`src/rtl/calc_pkg.sv`:
```
// Shared key codes, ALU opcodes and sequencer state encoding for the calculator datapath.
package calc_pkg;

    localparam int MAX_MAG_DEF = 999;

    localparam logic [4:0] KEY_ADD = 5'd10;
    localparam logic [4:0] KEY_SUB = 5'd11;
    localparam logic [4:0] KEY_MUL = 5'd12;
    localparam logic [4:0] KEY_DIV = 5'd13;
    localparam logic [4:0] KEY_EQ  = 5'd14;
    localparam logic [4:0] KEY_CLR = 5'd15;
    localparam logic [4:0] KEY_NEG = 5'd16;

    localparam logic [1:0] OP_ADD = 2'b00;
    localparam logic [1:0] OP_SUB = 2'b01;
    localparam logic [1:0] OP_MUL = 2'b10;
    localparam logic [1:0] OP_DIV = 2'b11;

    typedef enum logic [2:0] {
        ST_ENTER_A,
        ST_ENTER_B,
        ST_STROBE,
        ST_WAIT,
        ST_CAPTURE,
        ST_SHOW,
        ST_ERROR
    } state_t;

    function automatic logic is_digit(input logic [4:0] k);
        return k <= 5'd9;
    endfunction

    function automatic logic is_oper(input logic [4:0] k);
        return (k >= KEY_ADD) && (k <= KEY_DIV);
    endfunction

    // Operator keys are contiguous and ordered like the ALU opcodes.
    function automatic logic [1:0] key_to_op(input logic [4:0] k);
        return 2'(k - KEY_ADD);
    endfunction

endpackage

```
`src/rtl/operand_accum.sv`:
```
// One calculator operand: sign-magnitude entry register with digit append, negate and load.
module operand_accum
    import calc_pkg::*;
#(
    parameter int MAX_MAG = MAX_MAG_DEF
) (
    input  logic               clock,
    input  logic               reset,
    input  logic               clr,
    input  logic               digit_en,
    input  logic [3:0]         digit,
    input  logic               neg_en,
    input  logic               load_en,
    input  logic [9:0]         load_mag,
    input  logic               load_neg,
    output logic signed [10:0] value,
    output logic               has_digit
);

    logic [9:0]         mag;
    logic               sign;
    logic [9:0]         base_mag;
    logic [13:0]        appended;
    logic signed [10:0] mag_s;

    // A digit arriving with clr starts a fresh operand rather than extending the old one.
    always_comb begin
        base_mag = clr ? 10'd0 : mag;
        appended = ({4'd0, base_mag} << 3) + ({4'd0, base_mag} << 1) + {10'd0, digit};
    end

    always_ff @(posedge clock or posedge reset) begin
        if (reset) begin
            mag       <= '0;
            sign      <= 1'b0;
            has_digit <= 1'b0;
        end else if (load_en) begin
            mag       <= load_mag;
            sign      <= load_neg && (load_mag != 10'd0);
            has_digit <= 1'b1;
        end else if (digit_en) begin
            has_digit <= 1'b1;
            if (clr)
                sign <= 1'b0;
            if (appended <= 14'(MAX_MAG))
                mag <= appended[9:0];
        end else if (clr) begin
            mag       <= '0;
            sign      <= 1'b0;
            has_digit <= 1'b0;
        end else if (neg_en && (mag != 10'd0)) begin
            sign <= ~sign;
        end
    end

    assign mag_s = {1'b0, mag};
    assign value = sign ? -mag_s : mag_s;

endmodule

```
`src/rtl/calc_sequencer.sv`:
```
// Keypad-to-ALU controller: operand entry, opcode latch, ALU strobe/capture and display drive.
module calc_sequencer
    import calc_pkg::*;
#(
    parameter int MAX_MAG = MAX_MAG_DEF,
    parameter int ALU_LAT = 1
) (
    input  logic               clock,
    input  logic               reset,
    input  logic               key_valid,
    input  logic [4:0]         key_code,
    output logic signed [10:0] alu_a,
    output logic signed [10:0] alu_b,
    output logic [1:0]         alu_opcode,
    output logic               alu_strobe,
    input  logic signed [20:0] alu_result,
    input  logic               alu_remain,
    input  logic [20:0]        alu_remainder,
    output logic signed [20:0] disp_value,
    output logic               disp_remain,
    output logic [20:0]        disp_remainder,
    output logic [1:0]         disp_mode,
    output logic               busy
);

    state_t             state, state_nxt;
    logic               key_armed;
    logic               key;
    logic [7:0]         wait_cnt;
    logic [1:0]         opcode;
    logic signed [20:0] res_q;
    logic               rem_q;
    logic [20:0]        remainder_q;
    logic [20:0]        res_abs;

    logic a_clr, a_dig, a_neg, a_load, a_has;
    logic b_clr, b_dig, b_neg, b_has;
    logic cur_has;
    logic op_load, cap_en, cap_clr;
    logic [1:0] op_val;

    operand_accum #(.MAX_MAG(MAX_MAG)) u_opa (
        .clock     (clock),
        .reset     (reset),
        .clr       (a_clr),
        .digit_en  (a_dig),
        .digit     (key_code[3:0]),
        .neg_en    (a_neg),
        .load_en   (a_load),
        .load_mag  (res_abs[9:0]),
        .load_neg  (res_q[20]),
        .value     (alu_a),
        .has_digit (a_has)
    );

    operand_accum #(.MAX_MAG(MAX_MAG)) u_opb (
        .clock     (clock),
        .reset     (reset),
        .clr       (b_clr),
        .digit_en  (b_dig),
        .digit     (key_code[3:0]),
        .neg_en    (b_neg),
        .load_en   (1'b0),
        .load_mag  (10'd0),
        .load_neg  (1'b0),
        .value     (alu_b),
        .has_digit (b_has)
    );

    assign busy       = (state == ST_STROBE) || (state == ST_WAIT) || (state == ST_CAPTURE);
    assign alu_strobe = (state == ST_STROBE);
    assign alu_opcode = opcode;
    // key_armed keeps a key that coincides with reset release from being acted on.
    assign key        = key_valid && key_armed;
    assign res_abs    = res_q[20] ? (~res_q + 21'd1) : res_q;

    always_ff @(posedge clock or posedge reset) begin
        if (reset)
            state <= ST_ENTER_A;
        else
            state <= state_nxt;
    end

    always_comb begin
        state_nxt = state;
        a_clr     = 1'b0;
        a_dig     = 1'b0;
        a_neg     = 1'b0;
        a_load    = 1'b0;
        b_clr     = 1'b0;
        b_dig     = 1'b0;
        b_neg     = 1'b0;
        op_load   = 1'b0;
        op_val    = key_to_op(key_code);
        cap_en    = 1'b0;
        cap_clr   = 1'b0;
        cur_has   = (state == ST_ENTER_B) ? b_has : a_has;
        if (key && (key_code == KEY_CLR) && !busy) begin
            a_clr     = 1'b1;
            b_clr     = 1'b1;
            op_load   = 1'b1;
            op_val    = OP_ADD;
            cap_clr   = 1'b1;
            state_nxt = ST_ENTER_A;
        end else begin
            case (state)
                ST_ENTER_A: if (key) begin
                    if (is_digit(key_code))
                        a_dig = 1'b1;
                    else if (key_code == KEY_NEG)
                        a_neg = 1'b1;
                    else if (is_oper(key_code)) begin
                        op_load   = 1'b1;
                        b_clr     = 1'b1;
                        state_nxt = ST_ENTER_B;
                    end
                end
                ST_ENTER_B: if (key) begin
                    if (is_digit(key_code))
                        b_dig = 1'b1;
                    else if (key_code == KEY_NEG)
                        b_neg = 1'b1;
                    else if (is_oper(key_code) && !cur_has)
                        op_load = 1'b1;
                    else if ((key_code == KEY_EQ) && cur_has)
                        state_nxt = ((opcode == OP_DIV) && (alu_b == 11'sd0)) ? ST_ERROR : ST_STROBE;
                end
                ST_STROBE:  state_nxt = ST_WAIT;
                ST_WAIT:    if (wait_cnt == 8'(ALU_LAT - 1)) state_nxt = ST_CAPTURE;
                ST_CAPTURE: begin
                    cap_en    = 1'b1;
                    state_nxt = ST_SHOW;
                end
                ST_SHOW: if (key) begin
                    if (is_digit(key_code)) begin
                        a_clr     = 1'b1;
                        a_dig     = 1'b1;
                        state_nxt = ST_ENTER_A;
                    end else if (is_oper(key_code)) begin
                        if (res_abs <= 21'(MAX_MAG)) begin
                            a_load    = 1'b1;
                            op_load   = 1'b1;
                            b_clr     = 1'b1;
                            state_nxt = ST_ENTER_B;
                        end else begin
                            state_nxt = ST_ERROR;
                        end
                    end
                end
                ST_ERROR: ;
                default:  state_nxt = ST_ENTER_A;
            endcase
        end
    end

    // Remainder is only meaningful for division, so it is masked at capture time.
    always_ff @(posedge clock or posedge reset) begin
        if (reset) begin
            key_armed   <= 1'b0;
            wait_cnt    <= '0;
            opcode      <= OP_ADD;
            res_q       <= '0;
            rem_q       <= 1'b0;
            remainder_q <= '0;
        end else begin
            key_armed <= 1'b1;
            wait_cnt  <= (state == ST_WAIT) ? wait_cnt + 8'd1 : 8'd0;
            if (op_load)
                opcode <= op_val;
            if (cap_clr) begin
                res_q       <= '0;
                rem_q       <= 1'b0;
                remainder_q <= '0;
            end else if (cap_en) begin
                res_q       <= alu_result;
                rem_q       <= alu_remain && (opcode == OP_DIV);
                remainder_q <= (opcode == OP_DIV) ? alu_remainder : 21'd0;
            end
        end
    end

    always_comb begin
        disp_mode      = 2'd0;
        disp_value     = '0;
        disp_remain    = 1'b0;
        disp_remainder = '0;
        case (state)
            ST_ENTER_A: disp_value = {{10{alu_a[10]}}, alu_a};
            ST_SHOW: begin
                disp_mode      = 2'd2;
                disp_value     = res_q;
                disp_remain    = rem_q;
                disp_remainder = remainder_q;
            end
            ST_ERROR: disp_mode = 2'd3;
            default: begin
                disp_mode  = 2'd1;
                disp_value = {{10{alu_b[10]}}, alu_b};
            end
        endcase
    end

endmodule

```
`config.mk`:
```
export PLATFORM = sky130hd
export DESIGN_NAME = calc_sequencer
export DESIGN_NICKNAME = d
export VERILOG_FILES = /design/src/rtl/calc_pkg.sv /design/src/rtl/operand_accum.sv /design/src/rtl/calc_sequencer.sv
export SDC_FILE = /design/constraint.sdc
export NUM_CORES = 1
export LEC_CHECK = 0
export CORE_MARGIN = 8
export CORE_UTILIZATION = 55
export CTS_BUF_LIST = sky130_fd_sc_hd__clkbuf_8
export DETAILED_ROUTE_END_ITERATION = 6
export PLACE_DENSITY = 0.83
export SLEW_MARGIN = 20
export SYNTH_ARGS = -nofsm -noshare
export SYNTH_HDL_FRONTEND = slang
export SYNTH_HIERARCHICAL = 1
export SYNTH_SLANG_ARGS = --single-unit
```
`constraint.sdc`:
```
create_clock -name clock -period 12 [get_ports clock]
set_clock_uncertainty 0.15 [all_clocks]
set_input_delay 1.2 -clock clock [delete_from_list [all_inputs] [get_ports clock]]
set_output_delay 1.2 -clock clock [all_outputs]
set_load 0.01 [all_outputs]
```
Figure 1. Selected gate families (run 1).
Scale: 4 px per um.
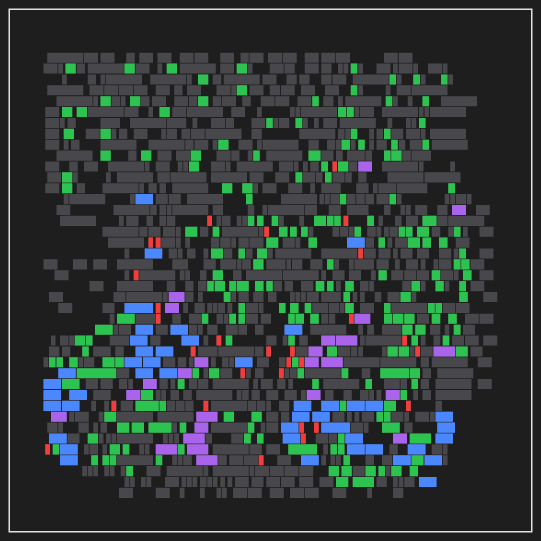
[green] inverting AOI/OAI gates | cells: 203 | where: all over the die
[blue] adder and majority cells | cells: 45 | where: a horizontal strip, bottom
[red] inverters | cells: 29
[purple] multiplexers | cells: 25

Figure 2. Signal wires on met2 (run 1).
Scale: 2 px per um.
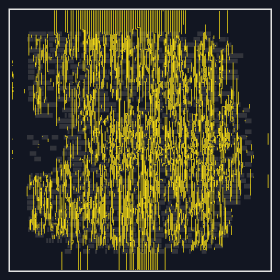
main direction: vertical
share of all routed wire: 49%
nets with wire on the layer: 915
longest straight run: 57.7 um

Figure 3. Layout detail (run 1).
Window x 45 to 85, y 71 to 111 um. Cells in grey, sequential cells in the stronger grey; small squares are vias.
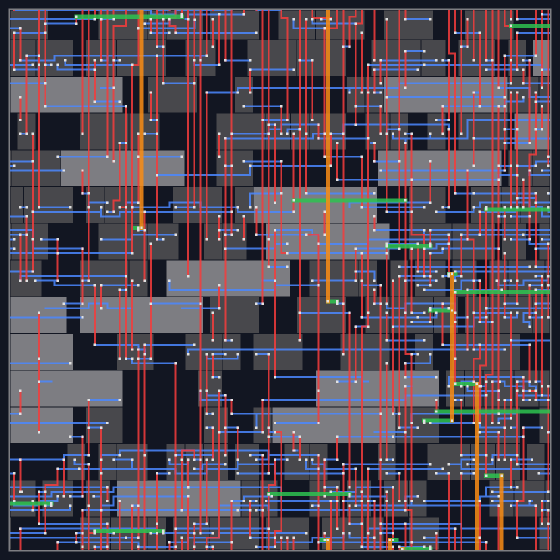
[green] metal 3
[red] metal 2
[blue] metal 1
[orange] metal 4
most frequent: clkdlybuf4s50_1 (25), nand2_1 (23), dfrtp_1 (14)
netlist names of flops here include: res_q (6), remainder_q (3), wait_cnt (3)
sequential cells in the window: 14
cells with their middle in the window: 140

==> out/qor.txt, run 1 <==
outcome - completed
grt total ovfl - 0
final worst slack - 5.882 ns
Layout area overhead - 20.76%
largest net degree at the start of global routing - 58
WL met1 - 8716 um
CTS clock-pin slew for the worst setup and hold paths - 0.09 ns
Final non-clock buffer share - 14.49%
HP Class - reg2reg
Core Area - 12670 um^2
fraction of area in registers - 23.09%
GRT Total Usage - 25.09%
Critical Path Stages - 22
total inserted antenna cells - 0
placed wire-length estimate - 15900 um
dpl cell area - 8483 um^2
Rel. slew slack - 28.62%
biggest regs - remainder_q: 21 flops, res_q: 21 flops
final hold violations - 0
Switching Fraction - 48.24%
Flops - 80
Hold WS - 0.3847 ns
highest metal used - met4
Worst EP arrival - 6.23 ns
M3 GR Usage - 4.610%
Setup crit end kind - flop
Final min period - 6.118 ns
logic share of the area - 56.54%
Longest Clk Path Bufs - 2
Crit path buffers/inverters - 2
met2 routed WL - 10270 um
actual slew at the worst max-slew pin - 1.068 ns
I/O pins - 122
TritonCTS Buffers - 9
GR peak layer - met2
Leading cell kind - logic gates
Clock Power Share - 9.6%
number of global-route vias before repair - 6862
largest stage delay on the critical path - 0.90 ns
worst-skew pair later-pin latency - 0.37 ns
sequential fraction of design power - 25.4%
root buffer selected by CTS - clkbuf_8
Clock net power - 0.190 mW
register area - 2002 um^2
nonclk inv count - 29
Rows - 41
Initial DRC Count - 693
peak supply drop - 0.00009377 V
Hold Path End - remainder_q[20]
port bufs - 121
Ys Warns - 6
register-to-register setup slack - 5.88 ns
most instantiated logic cells after routing - clkdlybuf4s50_1 (121), nand2_1 (109), nor2_1 (90), dfrtp_1 (80), a21oi_1 (59)
power share of the combinational group - 65.0%
global-route wire length before repair - 34190 um
most numerous logic cell after layout - clkdlybuf4s50_1
Pwr Total - 1.977 mW
Non-clock buffers - 127
crit path kind - reg2reg
Via density - 5.988
Hold Startpoint - remainder_q[20]
clock tree cell share of total cell area - 2.136%
R2R Path Start - res_q[0]
DRT Pass-1 Iters - 6
crit start category - flop
Sequential Power - 0.502 mW
CTS tree - done
met1 Usage GRT - 31.26%
WL final - 20830 um
final tally of setup violations - 0
Top pwr grp - combinational logic
fin crit share - 50.98%
post-CTS sizing - 0
Initial Util - 56.65%
global-route track usage on met2 - 42.02%
Internal - 1.023 mW
synthesized area per cell - 8.065 um^2
post-layout util - 68.41%
Inst Count DP - 1155
RSZ-0062 raised after global routing - no
chip width - 130.2 um
CTS H-tree depth - 3
Setup Fix Bufs, Post-CTS - 0
P_comb - 1.28 mW
leakage power - 3.776 nW
Post-Synthesis Cell Area - 7178 um^2
Hold Path Stages - 2
Fmax - 163.5 MHz
Critical path destination - u_opb/mag[2]
Net count, final - 1090
Final ANT Viol Nets - 0
## Run 2: what changed since run 1
- CORE_UTILIZATION: 55 -> 51
- PLACE_DENSITY: 0.83 -> 0.81
- clock period: 12 -> 5.46 ns (I/O delays scaled with it)
Figure 4. Selected gate families (run 2).
Scale: 4 px per um.
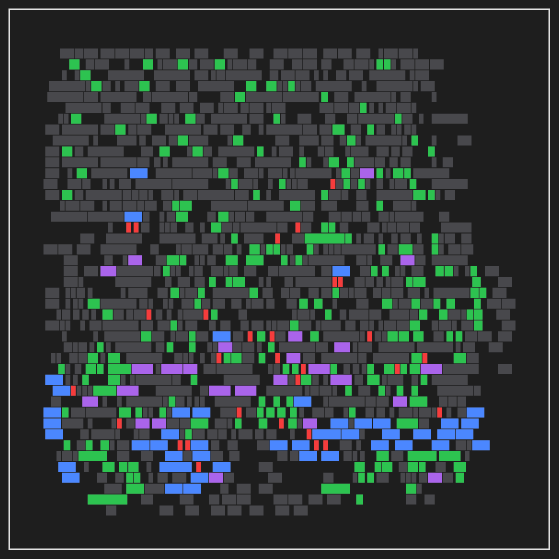
[blue] adder and majority cells | cells: 45 | where: a horizontal strip, bottom
[green] inverting AOI/OAI gates | cells: 203 | where: all over the die
[red] inverters | cells: 29
[purple] multiplexers | cells: 25

==> run 2 against run 1 <==
Sequential power rose by 92%. Sequential cell count did not move. Die area rose by 6.9%. Critical path type unchanged. Utilization fell by 2.5 points. First-iteration DRC count fell by 1.6%. Clock-buffer cell count rose by 1. Fmax rose by 17%. Cell count rose by 4.5%. Global-route usage fell by 1.2 points.
==> out/qor.txt, run 2 <==
outcome - completed
port bufs - 121
crit path kind - reg2reg
Post-Synthesis Cell Area - 7178 um^2
met1 Usage GRT - 30.11%
actual slew at the worst max-slew pin - 1.058 ns
final worst slack - 0.2285 ns
Flops - 80
Layout area overhead - 27.02%
register area - 2002 um^2
power share of the combinational group - 69.8%
post-layout util - 65.94%
final tally of setup violations - 0
highest metal used - met4
nonclk inv count - 29
WL met1 - 9271 um
Final non-clock buffer share - 17.66%
leakage power - 4.030 nW
R2R Path Start - res_q[0]
placed wire-length estimate - 16840 um
Core Area - 13830 um^2
Final ANT Viol Nets - 0
NetSw - 2.193 mW
Final min period - 5.232 ns
CTS clock-pin slew for the worst setup and hold paths - 0.09 ns
Hold Path End - remainder_q[4]
M3 GR Usage - 5.906%
Clock net power - 0.436 mW
post-route cell area - 9117 um^2
Top pwr grp - combinational logic
TritonCTS Buffers - 9
Rows - 43
total inserted antenna cells - 0
CTS tree - done
GR peak layer - met2
global-route wire length before repair - 35430 um
GRT Total Usage - 23.86%
share of cells above drive strength 1 - 11.78%
WL final - 22110 um
global-route track usage on met2 - 39.42%
Hold Startpoint - remainder_q[4]
r2r worst-path depth - 20
HP Class - reg2reg
sequential fraction of design power - 20.8%
Longest Clk Path Bufs - 2
I/O pins - 122
Critical path destination - u_opb/mag[2]
Setup Fix Bufs, Post-CTS - 1
clock tree cell share of total cell area - 2.072%
met2 routed WL - 10840 um
Pwr Total - 4.631 mW
Initial DRC Count - 682
Leading cell kind - logic gates
Fmax - 191.1 MHz
Sequential Power - 0.963 mW
dpl cell area - 8823 um^2
Hold WS - 0.3873 ns
number of global-route vias before repair - 6866
Critical Path Stages - 20
largest net degree at the start of global routing - 58
#MultiIn Comb - 747
Initial Util - 51.91%
routed wire length on met3 - 1481 um
register-to-register setup slack - 0.23 ns
final hold violations - 0
CP startpoint - res_q[0]
chip width - 134.6 um
Comb gate area - 4982 um^2
Hold Path Stages - 2
Worst EP arrival - 5.34 ns
post-CTS sizing - 2
Setup crit end kind - flop
Non-clock buffers - 172
Non-Filler Instances - 1224
P_comb - 3.23 mW
most instantiated logic cells after routing - clkdlybuf4s50_1 (121), nand2_1 (109), nor2_1 (88), dfrtp_1 (80), a21oi_1 (59)
root buffer selected by CTS - clkbuf_8
Slew Viols, Final - 0
Crit path buffers/inverters - 2
fin crit share - 95.82%
RSZ-0062 raised after global routing - yes
Log Warnings - 28
Via density - 5.932
maxcap violations - 0
Switching Fraction - 47.36%
crit-path cells - buf_4, or3_1, nor4_1, o21ai_0, a222oi_1, buf_4, a2111oi_4, a22oi_2, o21ai_2, nor2_2, xor2_1, ha_1, ha_1, a211oi_2, o21ai_1, a21o_1, a211oi_4, nor4_4, o21ai_4, mux2_4
PD cells - 507.9 nW/um^2
fraction of area in registers - 21.96%
Rel. slew slack - 29.29%
peak supply drop - 0.0001922 V
largest stage delay on the critical path - 0.42 ns
worst-skew pair later-pin latency - 0.37 ns
most numerous logic cell after layout - clkdlybuf4s50_1
CTS H-tree depth - 3
Inst Count DP - 1204
grt total ovfl - 0
Internal - 2.437 mW
DRT Pass-1 Iters - 6
Clock Power Share - 9.4%
synthesized area per cell - 8.065 um^2
Ys Warns - 6
crit start category - flop
Net count, final - 1135
logic share of the area - 54.65%
biggest regs - remainder_q: 21 flops, res_q: 21 flops
cell count after synthesis - 890
Figure 5. Signal wires on met2 (run 2).
Scale: 2 px per um.
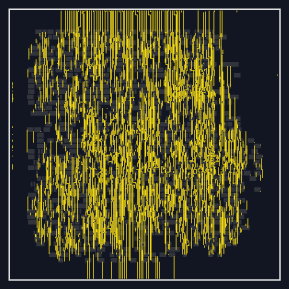
main direction: vertical
wire length on this layer: 10800 um
longest straight run: 56.8 um

Power figures rest on the tool's default switching activity, not on a simulated workload.
